[src/rtl/score_port_arbiter.sv]
// Round-robin arbiter that shares one scoring unit among NUM_ST game stations,
// holding off after reset while the unit clears its RAM and timing out on a lost valid.
module score_port_arbiter #(
    parameter int NUM_ST      = 4,
    parameter int INIT_CYCLES = 160,
    parameter int TIMEOUT     = 31
) (
    input  logic                clk,
    input  logic                rst,
    input  logic [NUM_ST-1:0]   st_req,
    input  logic [5*NUM_ST-1:0] st_id,
    input  logic [7*NUM_ST-1:0] st_score,
    output logic [NUM_ST-1:0]   st_done,
    output logic                res_pwinner,
    output logic                res_gwinner,
    output logic                res_err,
    output logic                sc_request,
    output logic [4:0]          sc_playerID,
    output logic [6:0]          sc_score,
    input  logic                sc_valid,
    input  logic                sc_pwinner,
    input  logic [4:0]          sc_gwinner,
    output logic                busy
);

    localparam int GW   = $clog2(NUM_ST);
    localparam int CMAX = (INIT_CYCLES > TIMEOUT) ? INIT_CYCLES : TIMEOUT;
    localparam int CW   = $clog2(CMAX + 1);

    typedef enum logic [2:0] {
        S_INIT,
        S_IDLE,
        S_ISSUE,
        S_WAIT_VALID,
        S_RESPOND
    } state_t;

    state_t          state_q, state_d;
    logic [CW-1:0]   cnt_q, cnt_d;
    logic [GW-1:0]   ptr_q, ptr_d;
    logic [GW-1:0]   grant_q, grant_d;
    logic [4:0]      id_q, id_d;
    logic [6:0]      score_q, score_d;
    logic            pwin_q, pwin_d;
    logic            gwin_q, gwin_d;
    logic            err_q, err_d;

    logic            found;
    logic [GW-1:0]   sel;
    logic [GW-1:0]   cand;
    logic [4:0]      sel_id;
    logic [6:0]      sel_score;

    // First requesting station at or after the pointer, wrapping around.
    always_comb begin
        found = 1'b0;
        sel   = '0;
        cand  = '0;
        for (int off = 0; off < NUM_ST; off++) begin
            cand = GW'((int'(ptr_q) + off) % NUM_ST);
            if (!found && st_req[cand]) begin
                found = 1'b1;
                sel   = cand;
            end
        end
    end

    always_comb begin
        sel_id    = '0;
        sel_score = '0;
        for (int i = 0; i < NUM_ST; i++) begin
            if (sel == GW'(i)) begin
                sel_id    = st_id[5*i +: 5];
                sel_score = st_score[7*i +: 7];
            end
        end
    end

    always_comb begin
        state_d = state_q;
        cnt_d   = cnt_q;
        ptr_d   = ptr_q;
        grant_d = grant_q;
        id_d    = id_q;
        score_d = score_q;
        pwin_d  = pwin_q;
        gwin_d  = gwin_q;
        err_d   = err_q;
        case (state_q)
            S_INIT: begin
                if (cnt_q == CW'(INIT_CYCLES - 1)) begin
                    cnt_d   = '0;
                    state_d = S_IDLE;
                end else begin
                    cnt_d = cnt_q + CW'(1);
                end
            end
            S_IDLE: begin
                if (found) begin
                    grant_d = sel;
                    id_d    = sel_id;
                    score_d = sel_score;
                    state_d = S_ISSUE;
                end
            end
            S_ISSUE: begin
                cnt_d   = '0;
                state_d = S_WAIT_VALID;
            end
            S_WAIT_VALID: begin
                if (sc_valid) begin
                    pwin_d  = sc_pwinner;
                    gwin_d  = |sc_gwinner;
                    err_d   = 1'b0;
                    state_d = S_RESPOND;
                end else if (cnt_q == CW'(TIMEOUT)) begin
                    pwin_d  = 1'b0;
                    gwin_d  = 1'b0;
                    err_d   = 1'b1;
                    state_d = S_RESPOND;
                end else begin
                    cnt_d = cnt_q + CW'(1);
                end
            end
            S_RESPOND: begin
                ptr_d   = (grant_q == GW'(NUM_ST - 1)) ? '0 : grant_q + GW'(1);
                pwin_d  = 1'b0;
                gwin_d  = 1'b0;
                err_d   = 1'b0;
                state_d = S_IDLE;
            end
            default: state_d = S_INIT;
        endcase
    end

    always_ff @(posedge clk) begin
        if (rst) begin
            state_q <= S_INIT;
            cnt_q   <= '0;
            ptr_q   <= '0;
            grant_q <= '0;
            id_q    <= '0;
            score_q <= '0;
            pwin_q  <= 1'b0;
            gwin_q  <= 1'b0;
            err_q   <= 1'b0;
        end else begin
            state_q <= state_d;
            cnt_q   <= cnt_d;
            ptr_q   <= ptr_d;
            grant_q <= grant_d;
            id_q    <= id_d;
            score_q <= score_d;
            pwin_q  <= pwin_d;
            gwin_q  <= gwin_d;
            err_q   <= err_d;
        end
    end

    // Result flops are only non-zero during RESPOND, so they drive the ports directly.
    always_comb begin
        st_done = '0;
        if (state_q == S_RESPOND) begin
            st_done[grant_q] = 1'b1;
        end
    end

    assign res_pwinner = pwin_q;
    assign res_gwinner = gwin_q;
    assign res_err     = err_q;
    assign sc_request  = (state_q == S_ISSUE);
    assign sc_playerID = id_q;
    assign sc_score    = score_q;
    assign busy        = (state_q != S_IDLE);

endmodule
[config.mk]
export PLATFORM = sky130hd
export DESIGN_NAME = score_port_arbiter
export DESIGN_NICKNAME = d
export VERILOG_FILES = /design/src/rtl/score_port_arbiter.sv
export SDC_FILE = /design/constraint.sdc
export NUM_CORES = 1
export LEC_CHECK = 0
export CAP_MARGIN = 30
export CORE_MARGIN = 8
export CORE_UTILIZATION = 45
export CTS_BUF_LIST = sky130_fd_sc_hd__clkbuf_16
export CTS_CLUSTER_DIAMETER = 200
export DETAILED_ROUTE_END_ITERATION = 12
export DONT_BUFFER_PORTS = 1
export GPL_ROUTABILITY_DRIVEN = 0
export PLACE_DENSITY = 0.68
export SLEW_MARGIN = 5
export SYNTH_ARGS = -nofsm -noshare
export SYNTH_HDL_FRONTEND = slang
export SYNTH_SLANG_ARGS = --single-unit
[constraint.sdc]
create_clock -name clk -period 1.7 [get_ports clk]
set_clock_uncertainty 0.05 [all_clocks]
set_input_delay 0.255 -clock clk [delete_from_list [all_inputs] [get_ports clk]]
set_output_delay 0.255 -clock clk [all_outputs]
set_load 0.05 [all_outputs]
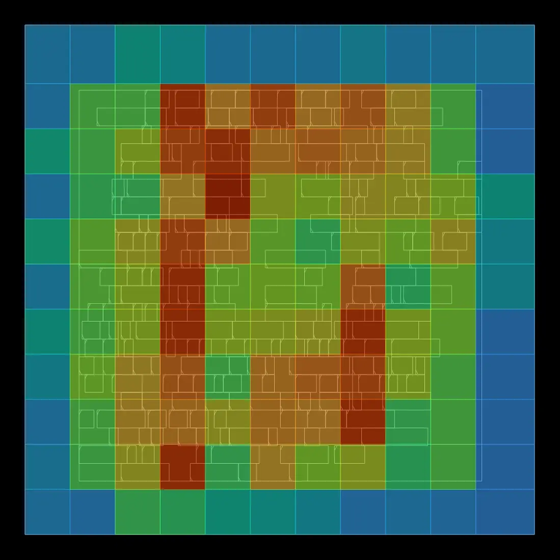
Fig. 1. Congestion heat map (run 1).
GR met3 Demand/Resource: 4.72%
GR Layer Usage met1: 15.6%

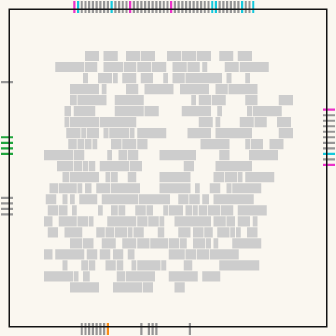
Fig. 2. Ports around the boundary (run 1).
Pins as bars across the die edge, other pins in grey.
legend:
  magenta:
    port: sc_playerID
    pins: 5
    direction: output
    edge: 3 top, 2 right
  cyan:
    port: sc_score
    pins: 7
    direction: output
    edge: 6 top, 1 right
  green:
    port: st_req
    pins: 4
    direction: input
    edge: left
  orange:
    port: res_gwinner
    pins: 1
    direction: output
    edge: bottom

==> notes.md, run 1 <==
Synthesis and place-and-route results.

- The sequential cell area is 604 um^2.
- For met2 alone, demand over resource in global routing was 28.6%.
- The number of clock buffers inserted by TritonCTS is 5.
- Counting distinct cell types in the post-synthesis netlist gives 39.
- Clock-pin slew was measured on the worst setup and hold paths at 0.05 ns.
- The sequential share of cell area is 27.2%.
- Once synthesis finished, the tally of register bits stood at 30.
- The pin count of the biggest net entering global routing is 26.
- The critical path endpoint has a required time of 1.81 ns.
- Post-CTS repair ended up resizing 8 cells.
- The highest attainable clock frequency is 580 MHz.
- The dominant kind of combinational cell is AND-OR/OR-AND gates.
- In the final layout, the clock buffer count is 5.
- The clock reaches the later pin of the worst-skew pair after 0.27 ns.
- The uppermost layer routed is met4.
- The synth_stat.txt file lists the number of cells as 193.
- The post-layout utilization of the core is 60.3%.
- The synthesis report names the predominant flop master as sky130_fd_sc_hd__dfxtp_1.
- The cell sitting at the root of the clock tree is a sky130_fd_sc_hd__clkbuf_16.
- The area of the synthesized netlist per yosys stat is 1730 um^2.
- The flow ran to the end, but the final reports show violations.
- The share of the Yosys chip area taken by registers is 34.7%.
- The starting DRC count in detailed routing is 117.
- The routed wire length is 5.06 mm.
- For the final routed database, the setup TNS stands at -0.0376 ns.
- The number of placed instances, taps included, is 253.
- Before any placement, the netlist area is recorded as 1730 um^2.
- The cell family contributing the most delay on the critical path is AND-OR/OR-AND gates.
- The largest single stage delay on the critical path is 0.38 ns.
- Among all stages on the critical path, the largest delay is contributed by sky130_fd_sc_hd__o41ai_4.
- The number of max-capacitance violations reported is 0.
- Looking at hold timing, the worst path starts from rst.
- The report gives the cell count of the worst hold path as 1.
- The busiest layer in global routing is met2.
- The setup slack after layout is -0.0235 ns.
- STA shows the worst reg2reg path with a cell count of 6.
- The count of plain and timing-repair buffers in the layout is 27.
- The critical path data arrival time is 1.83 ns.
- The number of antenna violations at the first check in global routing is 0.
- Setup repair after global routing could not meet its margin everywhere.
- The tightest hold path in the finished design has a slack of 0.00646 ns.
- After detailed routing, the average wire length per cell comes to 19.1 um.
- The area taken by multi-input combinational cells is reported as 1140 um^2.
- In the final layout, the share of cells above drive strength 1 is 24.5%.
- The most area-hungry cell class in the final design is multi-input combinational cells.
- The count of endpoints failing setup in the final report is 2.
- The number of signal-net inverters in the final layout is 7.
- The number of port buffers is 0.
- The count of inserted antenna diode cells is 0.
- For this run the aggregate overflow at the end of global routing stands at 0.
- In this run the layout overhead on the synthesized area is reported as 28.7%.
- The report lists the cells along the critical path as ha_4 -> nand4_1 -> o41ai_4 -> a21oi_2 -> and3_1 -> a31o_2.
- The final reports fail on setup timing.
- The count of standard-cell rows is 22.
- Sorting the Yosys area breakdown by cell type puts at the top sky130_fd_sc_hd__dfxtp_1.
- In the final layout, non-clock buffers account for 11.9% of the cell area.
- The number of logic gates is 145.
- The clock network area share is 5.96%.
- The reg-to-reg startpoint is cnt_q[0].
- The reg2reg setup slack is -0.02 ns.
- The total design power is 1.99 mW.
- The first global-routing pass estimated 7.64 mm of wire.
- The detail route stage leaves a number of antenna-violating nets equal to 0.
- STA shows the worst min-delay path finishing at res_gwinner.
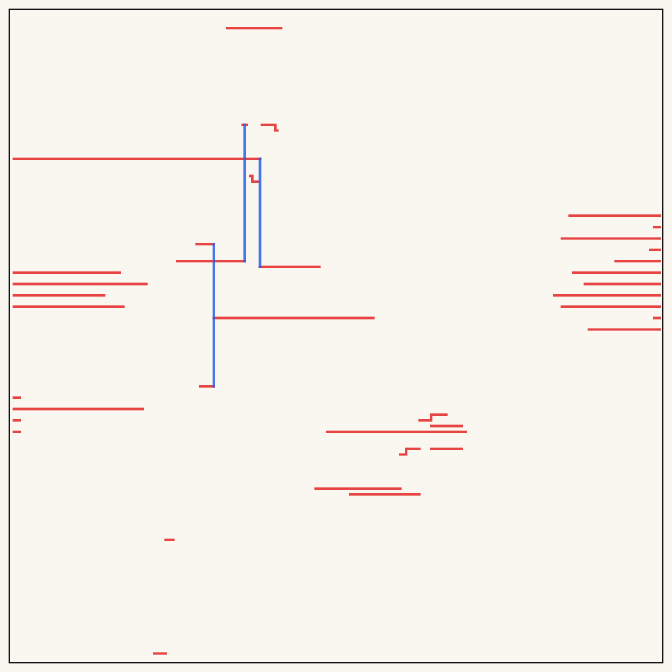
Fig. 3. Wiring by layer (run 1).
Only two layers are drawn.
legend:
  red:
    layer: metal 3
    wire_length: 282 um
  blue:
    layer: metal 4
    wire_length: 46.2 um

Fig. 4: run 1, met3 routing
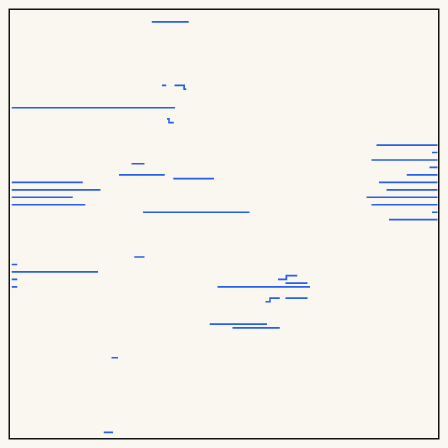

==> run 2, diff against run 1 <==
--- a/config.mk
+++ b/config.mk
@@ -5,15 +5,14 @@
 export SDC_FILE = /design/constraint.sdc
 export NUM_CORES = 1
 export LEC_CHECK = 0
-export CAP_MARGIN = 30
+export ABC_AREA = 1
 export CORE_MARGIN = 8
-export CORE_UTILIZATION = 45
+export CORE_UTILIZATION = 40
 export CTS_BUF_LIST = sky130_fd_sc_hd__clkbuf_16
 export CTS_CLUSTER_DIAMETER = 200
 export DETAILED_ROUTE_END_ITERATION = 12
-export DONT_BUFFER_PORTS = 1
 export GPL_ROUTABILITY_DRIVEN = 0
-export PLACE_DENSITY = 0.68
+export PLACE_DENSITY = 0.83
 export SLEW_MARGIN = 5
 export SYNTH_ARGS = -nofsm -noshare
 export SYNTH_HDL_FRONTEND = slang
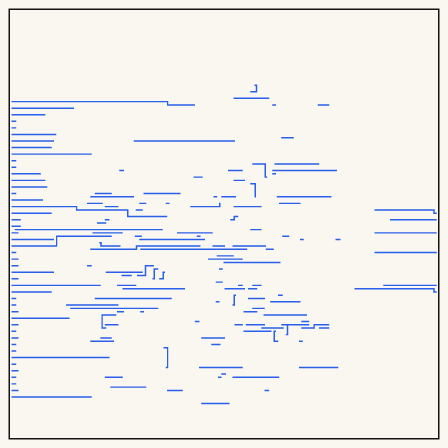
Fig. 5. Met3 routing (run 2).
share of all routed wire: 8.7%
main direction: horizontal

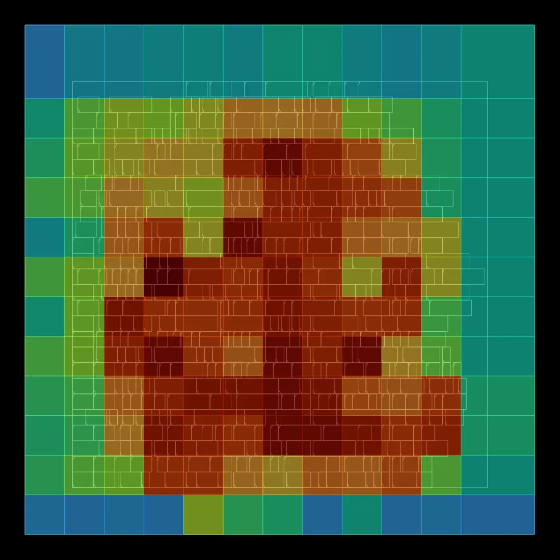
Fig. 6. Congestion heat map (run 2).
Global Route met2 Usage: 39.9%
GR peak layer: met2
GR Layer Usage met1: 21.5%
Routed wire per std cell: 18.7 um
post-route core utilization: 79.8%

==> notes.md, run 2 <==
Synthesis and place-and-route results.

- Across the whole layout, storage elements make up 15.1% of the cell area.
- The setup slack after layout is -0.421 ns.
- The overflow left after global routing is 0.
- The first global-routing pass estimated 13.5 mm of wire.
- The count of inserted antenna diode cells is 0.
- The clock network area share is 3.47%.
- In this build the clock could be raised as far as 472 MHz.
- Listed in order, past its start point the critical path passes buf_6 -> nand2_1 -> nand2_2 -> nand2_2 -> inv_2 -> a21boi_2 -> nand2_2 -> nor2_4 -> buf_12 -> nor2_1 -> nor2_1 -> nand3_2 -> nand2_2 -> a21oi_2.
- Per STA, the worst path accumulates the most delay in the family simple AND/OR/NAND/NOR gates.
- The number of antenna violations at the first check in global routing is 0.
- The routed wire length is 10.2 mm.
- The OpenROAD report gives the critical path a data arrival time of 2.23 ns.
- The share of post-route cells with drive strength above 1 is 38.4%.
- Looking at the reg2reg group, the worst path starts from ptr_q[0].
- Endpoints with negative setup slack in the final report add up to 26.
- Signal nets in the final route climb as high as met4.
- The number of cells on the worst hold path is listed as 2.
- By area, the combinational part of the netlist is dominated by simple AND/OR/NAND/NOR gates.
- Entering global routing, the biggest net connects 19 pins.
- The mapped netlist covers 2110 um^2.
- The synth_stat.txt file lists the number of cells as 336.
- The total placed cells including tap cells is 508.
- The top flip-flop cell by instance count after synthesis is sky130_fd_sc_hd__dfxtp_1.
- Input and output buffers added on the ports amount to 81.
- Of all cell types, the one taking the most synthesized area is sky130_fd_sc_hd__dfxtp_1.
- The sequential cell area is 616 um^2.
- Per the post-route antenna check, the number of violating nets is 0.
- Leaving out the clock tree, the finished layout contains a buffer count of 139.
- The number of maximum-capacitance violations recorded for the run is 0.
- The largest incremental delay on the critical path is 0.37 ns.
- After synthesis, flip-flops and latches occupy 28.4% of the total area.
- The area of the synthesized netlist per yosys stat is 2110 um^2.
- The combinational gate area is 1660 um^2.
- The run finished, with violations left.
- The number of clock buffers inserted by TritonCTS is 5.
- Hold is met by 0.415 ns.
- On the reported timing paths, the clock transition at the registers reads 0.06 ns.
- The area share of buffers outside the clock network is 33.3%.
- For the worst-skew pair, the clock arrives at the later sink with an insertion delay of 0.28 ns.
- Setup repair after global routing could not meet its margin everywhere.
- The synthesis-to-finish area growth is 92.8%.
- The checks that failed: setup timing.
- In the final layout, the clock buffer count is 5.
- The cell type of the slowest stage on the worst timing path is sky130_fd_sc_hd__dfxtp_4.
- The required time at the worst endpoint is listed as 1.81 ns.
- In the final layout, excluding clock inverters the inverter count is 53.
- The synthesis-stage register bit count is 30.
- The number of logic gates is 247.
Fig. 7: run 2, wiring by layer
Only two layers are drawn.
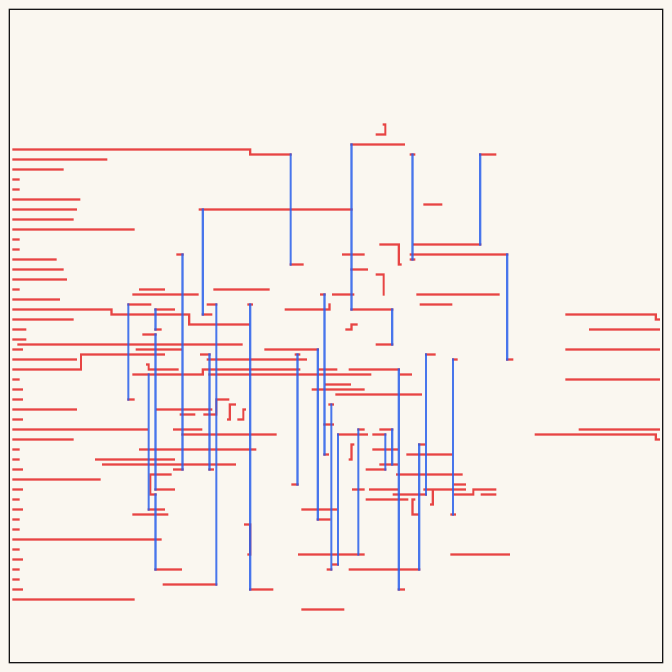

==> run 3, diff against run 2 <==
--- a/config.mk
+++ b/config.mk
@@ -12,6 +12,7 @@
 export CTS_CLUSTER_DIAMETER = 200
 export DETAILED_ROUTE_END_ITERATION = 12
 export GPL_ROUTABILITY_DRIVEN = 0
+export MAX_ROUTING_LAYER = met4
 export PLACE_DENSITY = 0.83
 export SLEW_MARGIN = 5
 export SYNTH_ARGS = -nofsm -noshare
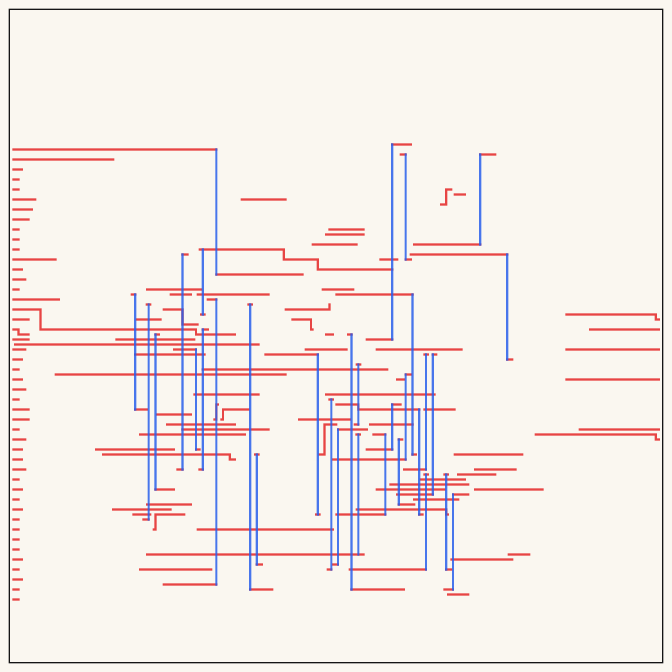
Fig. 8. Wiring by layer (run 3).
Only two layers are drawn.
legend:
  blue:
    layer: metal 4
    wire_length: 583 um
  red:
    layer: metal 3
    wire_length: 894 um

==> notes.md, run 3 <==
Synthesis and place-and-route results.

- The busiest layer in global routing is met2.
- Counting cells, the worst reg-to-reg path comes to 14.
- The worst hold margin is 0.415 ns.
- The startpoint of the lowest-slack hold path is res_pwinner.
- In this run the top signal layer used is met4.
- Non-clock inverters in the final layout number 53.
- The total negative slack is -6.71 ns.
- The cell type of the slowest stage on the worst timing path is sky130_fd_sc_hd__dfxtp_4.
- The number of clock buffers inserted by TritonCTS is 5.
- The share of post-route cells with drive strength above 1 is 38.4%.
- The layout clock buffer count is 5.
- The number of stages on the worst hold path is 2.
- The total design power is 2.06 mW.
- Of the total standard cell area in the layout, the sequential portion is 15.1%.
- The number of multi-input combinational cells in the layout is 247.
- Clock tree buffers and inverters occupy 3.47% of the routed design's cell area.
- For flop-to-flop paths, the worst setup slack is -0.43 ns.
- Post-CTS repair changed the size of 63 cells.
- Counting tap cells, the placed design contains a total of 508 instances.
- The count of standard-cell rows is 26.
- The part of the Yosys area used for sequential elements is 28.4%.
- The number of antenna violations at the first check in global routing is 0.
- In this run the critical register-to-register path is launched from ptr_q[0].
- The area of the synthesized netlist per yosys stat is 2110 um^2.
- Once synthesis finished, the tally of register bits stood at 30.
- The tree is rooted in a sky130_fd_sc_hd__clkbuf_16.
- The wire length recorded after detailed routing is 10.2 mm.
- The capture endpoint of the worst hold path is res_pwinner.
- The number of cell instances after yosys synthesis is 336.
- The met2 routing resource usage after global routing is 40.0%.
- The flow ran to the end, but the final reports show violations.
- The number of distinct library cells after synthesis is 36.
- The starting DRC count in detailed routing is 244.
- The synthesis-to-finish area growth is 92.8%.
- The cell area that synthesis handed to floorplanning was 2110 um^2.
- The last timing report of the flow puts the setup violation total at 26.
- The count of nets left with antenna violations once routing finished came out at 0.
- Entering global routing, the biggest net connects 19 pins.
- The number of port buffers is 81.
- The timing report gives the clock slew at the launch and capture registers of the worst setup and hold paths as 0.06 ns.
- The largest area contributor in the synthesized netlist is sky130_fd_sc_hd__dfxtp_1.
- The final reports fail on setup timing.
- Setup slack on the critical path of the routed design comes to -0.431 ns.
- The finished layout reports a core utilization of 79.8%.
- Routing resource usage on met3 recorded by global route was 5.11%.
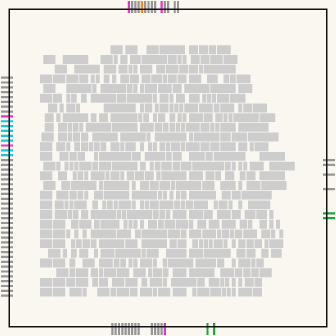
Fig. 9. Ports around the boundary (run 3).
Pins as bars across the die edge, other pins in grey.
legend:
  magenta:
    port: sc_playerID
    pins: 5
    direction: output
    edge: 2 left, 2 top, 1 bottom
  cyan:
    port: sc_score
    pins: 7
    direction: output
    edge: left
  orange:
    port: res_gwinner
    pins: 1
    direction: output
    edge: top
  green:
    port: st_req
    pins: 4
    direction: input
    edge: 2 right, 2 bottom
all pins by edge: 46 left, 16 bottom, 14 top, 6 right

Power and IR drop assume default switching activity.
